`config.mk`:
```
export PLATFORM = sky130hd
export DESIGN_NAME = pipe_hazard_ctrl
export DESIGN_NICKNAME = d
export VERILOG_FILES = /design/src/rtl/pipe_hazard_ctrl.sv
export SDC_FILE = /design/constraint.sdc
export NUM_CORES = 1
export LEC_CHECK = 0
export CORE_MARGIN = 8
export CORE_UTILIZATION = 36
export DETAILED_ROUTE_END_ITERATION = 6
export PLACE_DENSITY = 0.77
export SLEW_MARGIN = 20
export SYNTH_ARGS = -nofsm -noshare
export SYNTH_HDL_FRONTEND = slang
export SYNTH_SLANG_ARGS = --single-unit
```
`constraint.sdc`:
```
create_clock -name clk -period 2 [get_ports clk]
set_clock_uncertainty 0.15 [all_clocks]
set_input_delay 0.4 -clock clk [delete_from_list [all_inputs] [get_ports clk]]
set_output_delay 0.4 -clock clk [all_outputs]
set_load 0.02 [all_outputs]
```
`src/rtl/pipe_hazard_ctrl.sv`:
```
// Stall/flush/forward controller for the 5-stage pipeline, including the
// EBREAK/FENCE drain-and-halt sequence and a saturating stall-cycle counter.
module pipe_hazard_ctrl #(
    parameter int STALL_CNT_W = 16
) (
    input  logic                   clk,
    input  logic                   rst_n,
    input  logic                   d_valid,
    input  logic                   d_pause,
    input  logic [4:0]             d_rs1,
    input  logic [4:0]             d_rs2,
    input  logic                   d_uses_rs1,
    input  logic                   d_uses_rs2,
    input  logic                   e_valid,
    input  logic                   e_writesreg,
    input  logic                   e_memtoreg,
    input  logic                   e_redirect,
    input  logic [4:0]             e_rd,
    input  logic [4:0]             e_rs1,
    input  logic [4:0]             e_rs2,
    input  logic                   m_valid,
    input  logic                   m_writesreg,
    input  logic                   m_memreq,
    input  logic [4:0]             m_rd,
    input  logic                   w_valid,
    input  logic                   w_writesreg,
    input  logic [4:0]             w_rd,
    input  logic                   dmem_ready,
    input  logic                   resume,
    output logic                   stall_fd,
    output logic                   stall_em,
    output logic                   flush_d,
    output logic                   flush_e,
    output logic                   flush_w,
    output logic [1:0]             fwd_a,
    output logic [1:0]             fwd_b,
    output logic                   halted,
    output logic [STALL_CNT_W-1:0] stall_cycles
);

    typedef enum logic [1:0] {RUN, DRAIN, HALTED} state_t;

    state_t state;
    logic   mem_stall, load_use, pipe_empty;
    logic   stall_fd_c, stall_em_c, flush_d_c, flush_e_c, flush_w_c, halted_c;
    logic   enter_drain;
    logic [1:0] fwd_a_c, fwd_b_c;

    assign mem_stall  = m_valid & m_memreq & ~dmem_ready;
    assign load_use   = e_valid & e_memtoreg & (e_rd != 5'd0) & d_valid &
                        ((d_uses_rs1 & (d_rs1 == e_rd)) | (d_uses_rs2 & (d_rs2 == e_rd)));
    assign pipe_empty = ~e_valid & ~m_valid & ~w_valid & ~mem_stall;

    // A frozen E stage defers redirect, load-use and pause until memory completes.
    always_comb begin
        stall_fd_c  = 1'b0;
        stall_em_c  = 1'b0;
        flush_d_c   = 1'b0;
        flush_e_c   = 1'b0;
        flush_w_c   = 1'b0;
        halted_c    = 1'b0;
        enter_drain = 1'b0;
        unique case (state)
            RUN: begin
                if (mem_stall) begin
                    stall_fd_c = 1'b1;
                    stall_em_c = 1'b1;
                    flush_w_c  = 1'b1;
                end else if (e_valid && e_redirect) begin
                    flush_d_c = 1'b1;
                    flush_e_c = 1'b1;
                end else if (load_use) begin
                    stall_fd_c = 1'b1;
                    flush_e_c  = 1'b1;
                end else if (d_valid && d_pause) begin
                    stall_fd_c  = 1'b1;
                    flush_e_c   = 1'b1;
                    enter_drain = 1'b1;
                end
            end
            DRAIN: begin
                stall_fd_c = 1'b1;
                flush_e_c  = 1'b1;
                stall_em_c = mem_stall;
                flush_w_c  = mem_stall;
            end
            HALTED: begin
                flush_e_c = 1'b1;
                if (resume) begin
                    flush_d_c = 1'b1;
                end else begin
                    stall_fd_c = 1'b1;
                    halted_c   = 1'b1;
                end
            end
            default: ;
        endcase
    end

    always_comb begin
        fwd_a_c = 2'b00;
        fwd_b_c = 2'b00;
        if (m_valid && m_writesreg && m_rd != 5'd0 && m_rd == e_rs1)
            fwd_a_c = 2'b01;
        else if (w_valid && w_writesreg && w_rd != 5'd0 && w_rd == e_rs1)
            fwd_a_c = 2'b10;
        if (m_valid && m_writesreg && m_rd != 5'd0 && m_rd == e_rs2)
            fwd_b_c = 2'b01;
        else if (w_valid && w_writesreg && w_rd != 5'd0 && w_rd == e_rs2)
            fwd_b_c = 2'b10;
    end

    // Every output is held low while reset is asserted, independent of inputs.
    assign stall_fd = rst_n & stall_fd_c;
    assign stall_em = rst_n & stall_em_c;
    assign flush_d  = rst_n & flush_d_c;
    assign flush_e  = rst_n & flush_e_c;
    assign flush_w  = rst_n & flush_w_c;
    assign halted   = rst_n & halted_c;
    assign fwd_a    = rst_n ? fwd_a_c : 2'b00;
    assign fwd_b    = rst_n ? fwd_b_c : 2'b00;

    always_ff @(posedge clk or negedge rst_n) begin
        if (!rst_n) begin
            state        <= RUN;
            stall_cycles <= '0;
        end else begin
            unique case (state)
                RUN:     if (enter_drain) state <= DRAIN;
                DRAIN:   if (pipe_empty)  state <= HALTED;
                HALTED:  if (resume)      state <= RUN;
                default: state <= RUN;
            endcase
            if (stall_fd_c && state != HALTED && !(&stall_cycles))
                stall_cycles <= stall_cycles + {{(STALL_CNT_W-1){1'b0}}, 1'b1};
        end
    end

endmodule

```
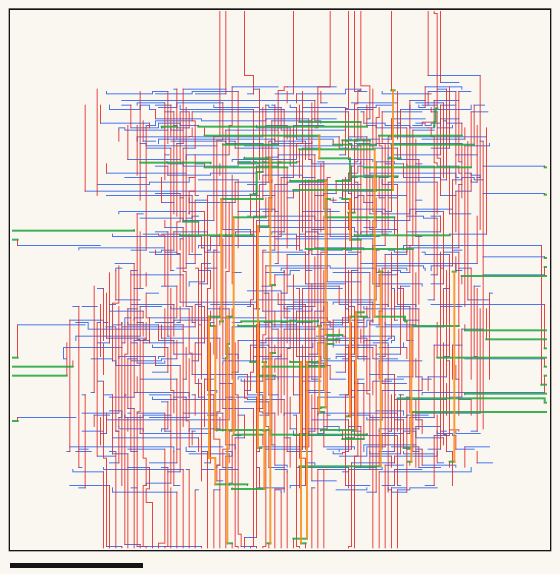
Figure 1: run 1, signal wires by layer.
The bar under the picture is 20 um long.
colour	layer	wire length
blue	M1	2,870 um
red	M2	4,600 um
green	M3	558 um
orange	M4	487 um

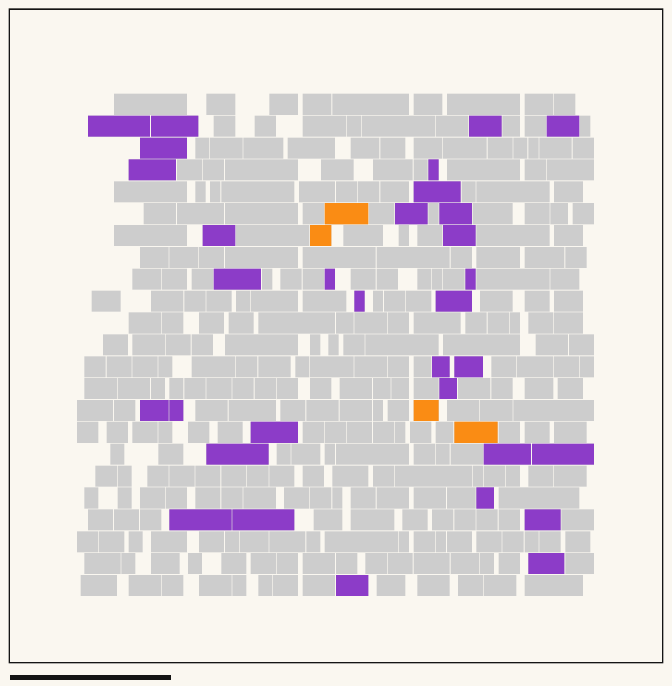
Figure 2: run 1, gate families picked out.
The bar under the picture is 20 um long.
colour	family	cells
purple	nor cells	32
orange	non-inverting ao/oa cells	4

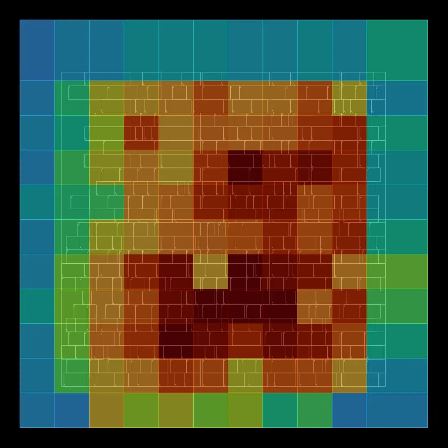
Figure 3: run 1, congestion heat map.
Most Crowded Layer GR: met2
gr usage total: 0.211
global-route met3 utilization: 0.0397

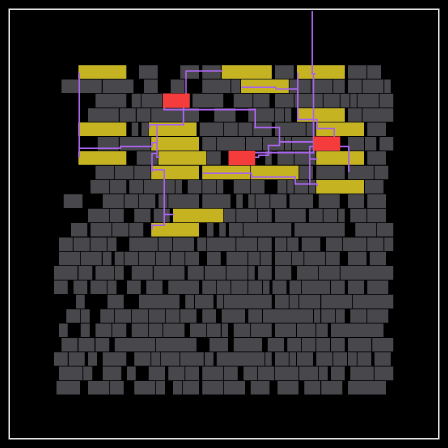
Figure 4: run 1, routed clock nets over the placement.
[purple] clock wires | length: 251 um
[red] clock-net drivers | count: 3
[yellow] flip-flops | count: 18
routed clock nets	4

==> deck_impl_summary.md, run 1 <==
Implementation Results

Run status
  • Run status: finished, violations left
  • Violated checks: setup timing

Finish
  • Data buffer area share: 0.388
  • Seq area share: 0.131
  • Top cells excl fill/tap: 64 x buf_4, 30 x buf_6, 29 x xor2_1, 22 x clkdlybuf4s50_1, 16 x dfrtp_1
  • Non-filler instance count after layout: 378
  • Logic area: 1520 um2
  • Inverters: 7
  • Count of non-CTS buffers in the layout: 153
  • Most numerous logic cell after layout: buf_4
  • Largest register by flop count: stall_cycles
  • Top class by area: multi-input combinational cells
  • Clkbuf count: 4
  • Storage cell area: 453 um2
  • Flops: 18
  • Nets: 386

Floorplan
  • Die Height: 81.1 um
  • Tap Cells: 50
  • Core Area: 4030 um2
  • Die Area: 6580 um2
  • I/O Pins: 78

Pwr
  • Clock group: 304 uW
  • P_comb: 2.11 mW
  • VDD IR max: 0.000444 V
  • Comb pwr share: 0.714
  • Switching share of power: 0.428
  • P per Cell Area: 851 nW/um2
  • Clock network power share: 0.103

Yosys
  • Top cells, area: dfrtp_1 30%, xor2_1 18%, xnor2_1 7.5%
  • Post-Syn Area per Cell: 8.87 um2
  • Simple share: 0.266
  • Ys Warns: 0
  • Yosys cell count: 172
  • Unique cell type count in the Yosys netlist: 39
  • Dominant combinational family: simple AND/OR/NAND/NOR gates
  • Fa+ha+maj area frac: 0.0410
  • Syn_nets: 229

Drt
  • Vias per cell: 5.66
  • Starting DRT DRC Count: 109
  • Metal3 WL: 558 um
  • Drt pass-1 iters: 4
  • Routed wire per std cell: 22.5 um
  • Final WL: 8510 um

Critical path
  • Reg2reg end: stall_cycles[13]
  • Setup slack, reg-to-reg: -0.36 ns
  • Reg2Reg Depth: 8
  • Worst setup path end: stall_fd
  • Setup crit start: e_valid
  • CP max FO: 3

Final timing
  • Setup violations, final: 28
  • Max transition margin: 0.586
  • Final WS setup: -0.387 ns
  • Final Hold Viols: 0
  • Hold_ws: 0.108 ns

Global route
  • GRT overflow: 0
  • Pin count of the biggest net entering global routing: 21
  • First-pass GRT wire length: 10,700 um
  • Met1 usage: 0.202

Place
  • Routability Congestion: 0.786
  • Post-DP HPWL: 4810 um

Job
  • OpenROAD warning count: 33

Min path
  • Worst Hold Class: in2async

CTS
  • CTS Buf Count: 3
  • H-tree levels: 1
  • Clock slew at reported path FFs: 0.07 ns
Figure 5. Local utilization (run 1).
8 x 8 tiles, from dark blue (low) to red (high), 0 to 100% covered.
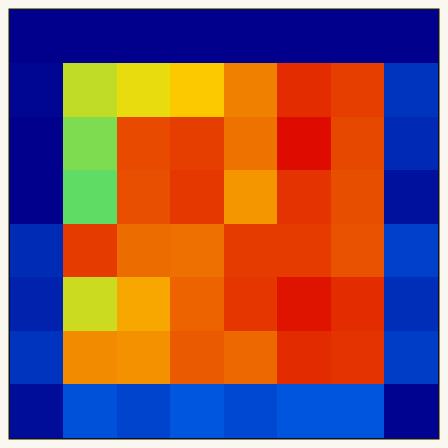

==> run 2: changes to the inputs <==
Settings changed: CORE_MARGIN 8 to 2, GPL_TIMING_DRIVEN from default to 0.
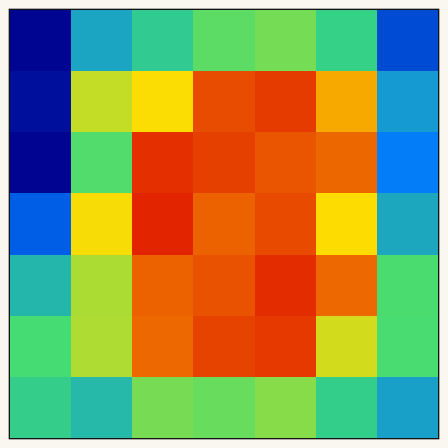
Figure 6: run 2, local utilization.
7 x 7 tiles, from dark blue (low) to red (high), 0 to 100% covered.
nearly empty tiles	4.1%
tiles over 75% full	35%
fullest tile	96%

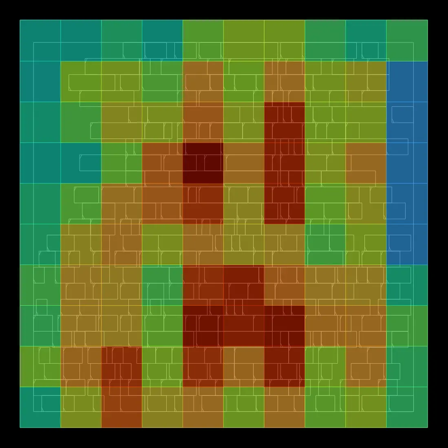
Figure 7: run 2, congestion heat map.
global-route met3 utilization: 0.0468
gr usage total: 0.232
Routed wire per std cell: 17.7 um
met1 usage: 0.252
met2 Resource Use GR: 0.431

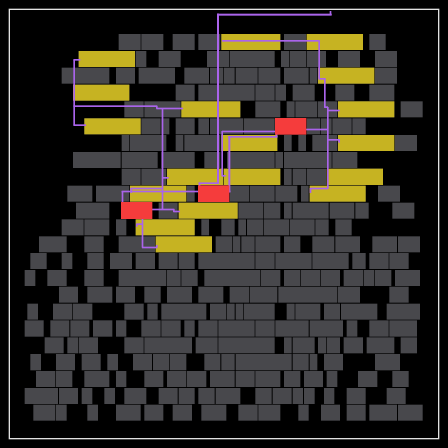
Figure 8: run 2, routed clock nets over the placement.
[red] clock-net drivers | count: 3
[purple] clock wires | length: 233 um
[yellow] flip-flops | count: 18
routed clock nets	4

==> deck_impl_summary.md, run 2 <==
Implementation Results

Run status
  • Run status: finished, violations left (unchanged)
  • Violated checks: setup timing (unchanged)

Finish
  • Largest regs: stall_cycles (16), state (2) (unchanged)
  • Storage cell area: 455 um2 (was 453 um2)
  • Largest register by flop count: stall_cycles (unchanged)
  • Logic area: 1460 um2 (was 1520 um2)
  • Top class by area: multi-input combinational cells (unchanged)
  • Non-filler instance count after layout: 326 (was 378)
  • Count of non-CTS buffers in the layout: 103 (was 153)
  • Inverters: 7 (unchanged)
  • Flops: 18 (unchanged)
  • Most numerous logic cell after layout: xor2_1 (was buf_4)
  • Data buffer area share: 0.313 (was 0.388)
  • Nets: 335 (was 386)
  • Fin area: 2990 um2 (was 3470 um2)
  • Seq area share: 0.153 (was 0.131)
  • Layout cells sized above 1: 0.453 (was 0.561)
  • Top cells excl fill/tap: 31 x xor2_1, 22 x buf_4, 21 x clkdlybuf4s50_1, 18 x buf_6, 17 x dlygate4sd2_1 (was 64 x buf_4, 30 x buf_6, 29 x xor2_1, 22 x clkdlybuf4s50_1, 16 x dfrtp_1)
  • Clkbuf count: 3 (was 4)

Floorplan
  • Fp util: 0.379 (unchanged)
  • Die Area: 4770 um2 (was 6580 um2)
  • Core Area: 4030 um2 (unchanged)
  • Die Height: 69.1 um (was 81.1 um)
  • Tap Cells: 50 (unchanged)
  • I/O Pins: 78 (unchanged)

Yosys
  • Simple share: 0.266 (unchanged)
  • Fa+ha+maj area frac: 0.0410 (unchanged)
  • Unique cell type count in the Yosys netlist: 39 (unchanged)
  • Yosys cell count: 172 (unchanged)
  • Dominant combinational family: simple AND/OR/NAND/NOR gates (unchanged)
  • Post-Syn Area per Cell: 8.87 um2 (unchanged)
  • Synth top cells by count: 31 x xor2_1, 18 x dfrtp_1, 13 x nor2_1, 13 x xnor2_1, 12 x nand2_1 (unchanged)
  • Post-Syn Area: 1530 um2 (unchanged)
  • Synth top cell by count: xor2_1 (unchanged)
  • Synth top area share: 0.295 (unchanged)
  • Syn_nets: 229 (unchanged)
  • Top cells, area: dfrtp_1 30%, xor2_1 18%, xnor2_1 7.5% (unchanged)
  • Ys Warns: 0 (unchanged)
  • And-or/or-and share of the synthesized area: 0.0935 (unchanged)

Min path
  • Hold endpoint: stall_cycles[0]
  • Worst Hold Class: reg2reg (was in2async)
  • Hold Path Depth: 1
  • Hold Startpoint: stall_cycles[0]

Drt
  • Drt pass-1 iters: 4 (unchanged)
  • Vias per cell: 5.41 (was 5.66)
  • Final WL: 5780 um (was 8510 um)
  • Starting DRT DRC Count: 111 (was 109)
  • Metal3 WL: 235 um (was 558 um)

Critical path
  • Reg2Reg Depth: 9 (was 8)
  • Critical path arrival: 1.80 ns (was 1.84 ns)
  • CP max FO: 3 (unchanged)
  • Reg2reg end: stall_cycles[2] (was stall_cycles[13])
  • CP delay by family, top: buffers and inverters (was simple AND/OR/NAND/NOR gates)
  • Setup crit start: d_pause (was e_valid)
  • Max incr delay on CP: 0.50 ns (was 0.38 ns)
  • Setup slack, reg-to-reg: -0.23 ns (was -0.36 ns)
  • Worst setup path end: stall_fd (unchanged)

Final timing
  • Final WS setup: -0.354 ns (was -0.387 ns)
  • Hold_ws: 0.372 ns (was 0.108 ns)
  • Max transition margin: 0.455 (was 0.586)
  • Setup violations, final: 26 (was 28)
  • Final Hold Viols: 0 (unchanged)

CTS
  • H-tree levels: 1 (unchanged)
  • Post-CTS Hold Buffers: 1 (was 0)
  • Clock slew at reported path FFs: 0.06 ns (was 0.07 ns)
  • CTS Buf Count: 3 (unchanged)

Pwr
  • Clock network power share: 0.096 (was 0.103)
  • Comb pwr share: 0.660 (was 0.714)
  • P per Cell Area: 865 nW/um2 (was 851 nW/um2)
  • Clock group: 248 uW (was 304 uW)
  • P_comb: 1.70 mW (was 2.11 mW)
  • Switching share of power: 0.426 (was 0.428)
  • Sequential share of power: 0.244 (was 0.183)
  • Top power group: combinational logic (unchanged)
  • VDD IR max: 0.000520 V (was 0.000444 V)

Global route
  • Pin count of the biggest net entering global routing: 19 (was 21)
  • GRT overflow: 0 (unchanged)
  • First-pass GRT wire length: 9010 um (was 10,700 um)
  • Most Crowded Layer GR: met2 (unchanged)

Place
  • Post-DP HPWL: 3430 um (was 4810 um)
  • Setup WS pre-CTS: -1.84 ns (was -1.18 ns)
  • Routability Congestion: 0.837 (was 0.786)

Job
  • Max-cap violations: 0 (unchanged)
  • OpenROAD warning count: 33 (unchanged)
Figure 9. Signal wires by layer (run 2).
The bar under the picture is 20 um long.
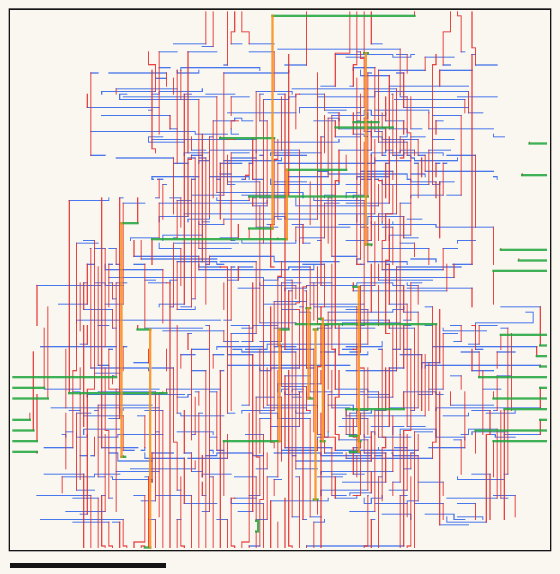

==> run 3: changes to the inputs <==
Settings changed: SETUP_SLACK_MARGIN from default to 0.15.
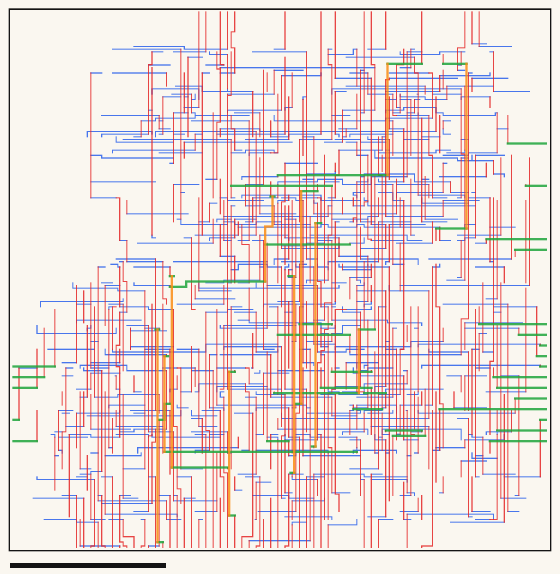
Figure 10: run 3, signal wires by layer.
The bar under the picture is 20 um long.
colour	layer	wire length
orange	M4	219 um
blue	M1	2,280 um
red	M2	3,370 um
green	M3	254 um

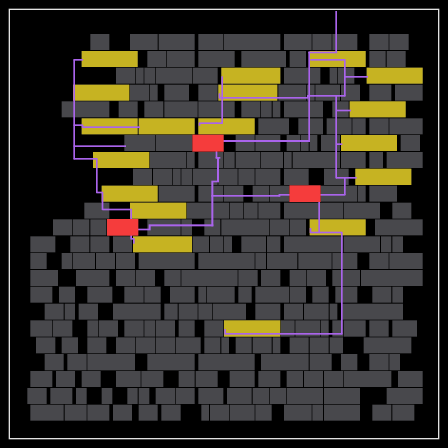
Figure 11: run 3, routed clock nets over the placement.
[yellow] flip-flops | count: 18
[purple] clock wires | length: 272 um
[red] clock-net drivers | count: 3
routed clock nets	4

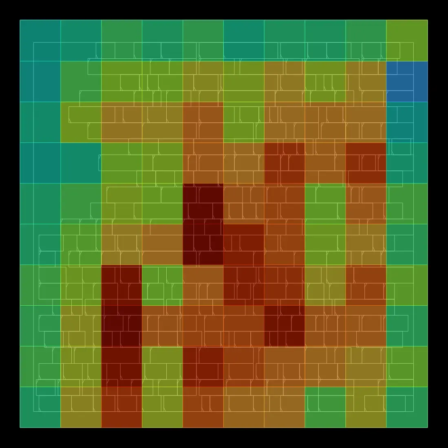
Figure 12: run 3, congestion heat map.
final core utilization: 0.804
Routed wire per std cell: 18.4 um
gr usage total: 0.219

==> deck_impl_summary.md, run 3 <==
Implementation Results

Drt
  • Vias per cell: 5.44 (was 5.41)
  • Starting DRT DRC Count: 73 (was 111)
  • Drt pass-1 iters: 4 (unchanged)
  • Metal3 WL: 253 um (was 235 um)
  • Final WL: 6120 um (was 5780 um)

Floorplan
  • Core Area: 4030 um2 (unchanged)
  • Tap Cells: 50 (unchanged)
  • I/O Pins: 78 (unchanged)
  • Die Height: 69.1 um (unchanged)
  • Die Area: 4770 um2 (unchanged)

Finish
  • Largest regs: stall_cycles (16), state (2) (unchanged)
  • Storage cell area: 454 um2 (was 455 um2)
  • Nets: 340 (was 335)
  • Data buffer area share: 0.312 (was 0.313)
  • Most numerous logic cell after layout: dlygate4sd2_1 (was xor2_1)
  • Top class by area: multi-input combinational cells (unchanged)
  • Non-filler instance count after layout: 332 (was 326)
  • Logic area: 1630 um2 (was 1460 um2)
  • Largest register by flop count: stall_cycles (unchanged)

Critical path
  • Max incr delay on CP: 0.53 ns (was 0.50 ns)
  • Setup crit start: m_rd[4] (was d_pause)
  • Reg2reg end: stall_cycles[7] (was stall_cycles[2])
  • Worst setup path end: fwd_a[1] (was stall_fd)
  • CP delay by family, top: simple AND/OR/NAND/NOR gates (was buffers and inverters)
  • Critical path arrival: 1.84 ns (was 1.80 ns)

Min path
  • Worst Hold Class: reg2reg (unchanged)
  • Hold Startpoint: stall_cycles[15] (was stall_cycles[0])
  • Hold endpoint: stall_cycles[15] (was stall_cycles[0])

Global route
  • GRT overflow: 0 (unchanged)
  • Most Crowded Layer GR: met2 (unchanged)
  • Met1 usage: 0.245 (was 0.252)
  • Met2 Resource Use GR: 0.405 (was 0.431)
  • Pin count of the biggest net entering global routing: 19 (unchanged)

Place
  • Post-DP HPWL: 3360 um (was 3430 um)
  • Routability Congestion: 0.876 (was 0.837)

Yosys
  • Fa+ha+maj area frac: 0.0410 (unchanged)
  • Synth top cells by count: 31 x xor2_1, 18 x dfrtp_1, 13 x nor2_1, 13 x xnor2_1, 12 x nand2_1 (unchanged)
  • Unique cell type count in the Yosys netlist: 39 (unchanged)
  • Top cells, area: dfrtp_1 30%, xor2_1 18%, xnor2_1 7.5% (unchanged)
  • Dominant combinational family: simple AND/OR/NAND/NOR gates (unchanged)
  • Synth top cell by count: xor2_1 (unchanged)
  • Syn_nets: 229 (unchanged)
  • Post-Syn Area: 1530 um2 (unchanged)
  • Ys Warns: 0 (unchanged)
  • Post-Syn Area per Cell: 8.87 um2 (unchanged)
  • Simple share: 0.266 (unchanged)
  • Yosys cell count: 172 (unchanged)

CTS
  • Clock slew at reported path FFs: 0.06 ns (about the same)
  • Post-CTS Hold Buffers: 1 (unchanged)

Final timing
  • Setup violations, final: 25 (was 26)
  • Final WS setup: -0.393 ns (was -0.354 ns)
  • Hold_ws: 0.360 ns (was 0.372 ns)

Job
  • OpenROAD warning count: 33 (unchanged)

Pwr
  • P_comb: 1.82 mW (was 1.70 mW)
  • Sequential share of power: 0.225 (was 0.244)
  • Clock group: 307 uW (was 248 uW)
  • Comb pwr share: 0.663 (was 0.660)
  • Switching share of power: 0.424 (was 0.426)
  • P per Cell Area: 848 nW/um2 (was 865 nW/um2)

Run status
  • Violated checks: setup timing (unchanged)
  • Run status: finished, violations left (unchanged)
Power is estimated from default activity; no workload was simulated.
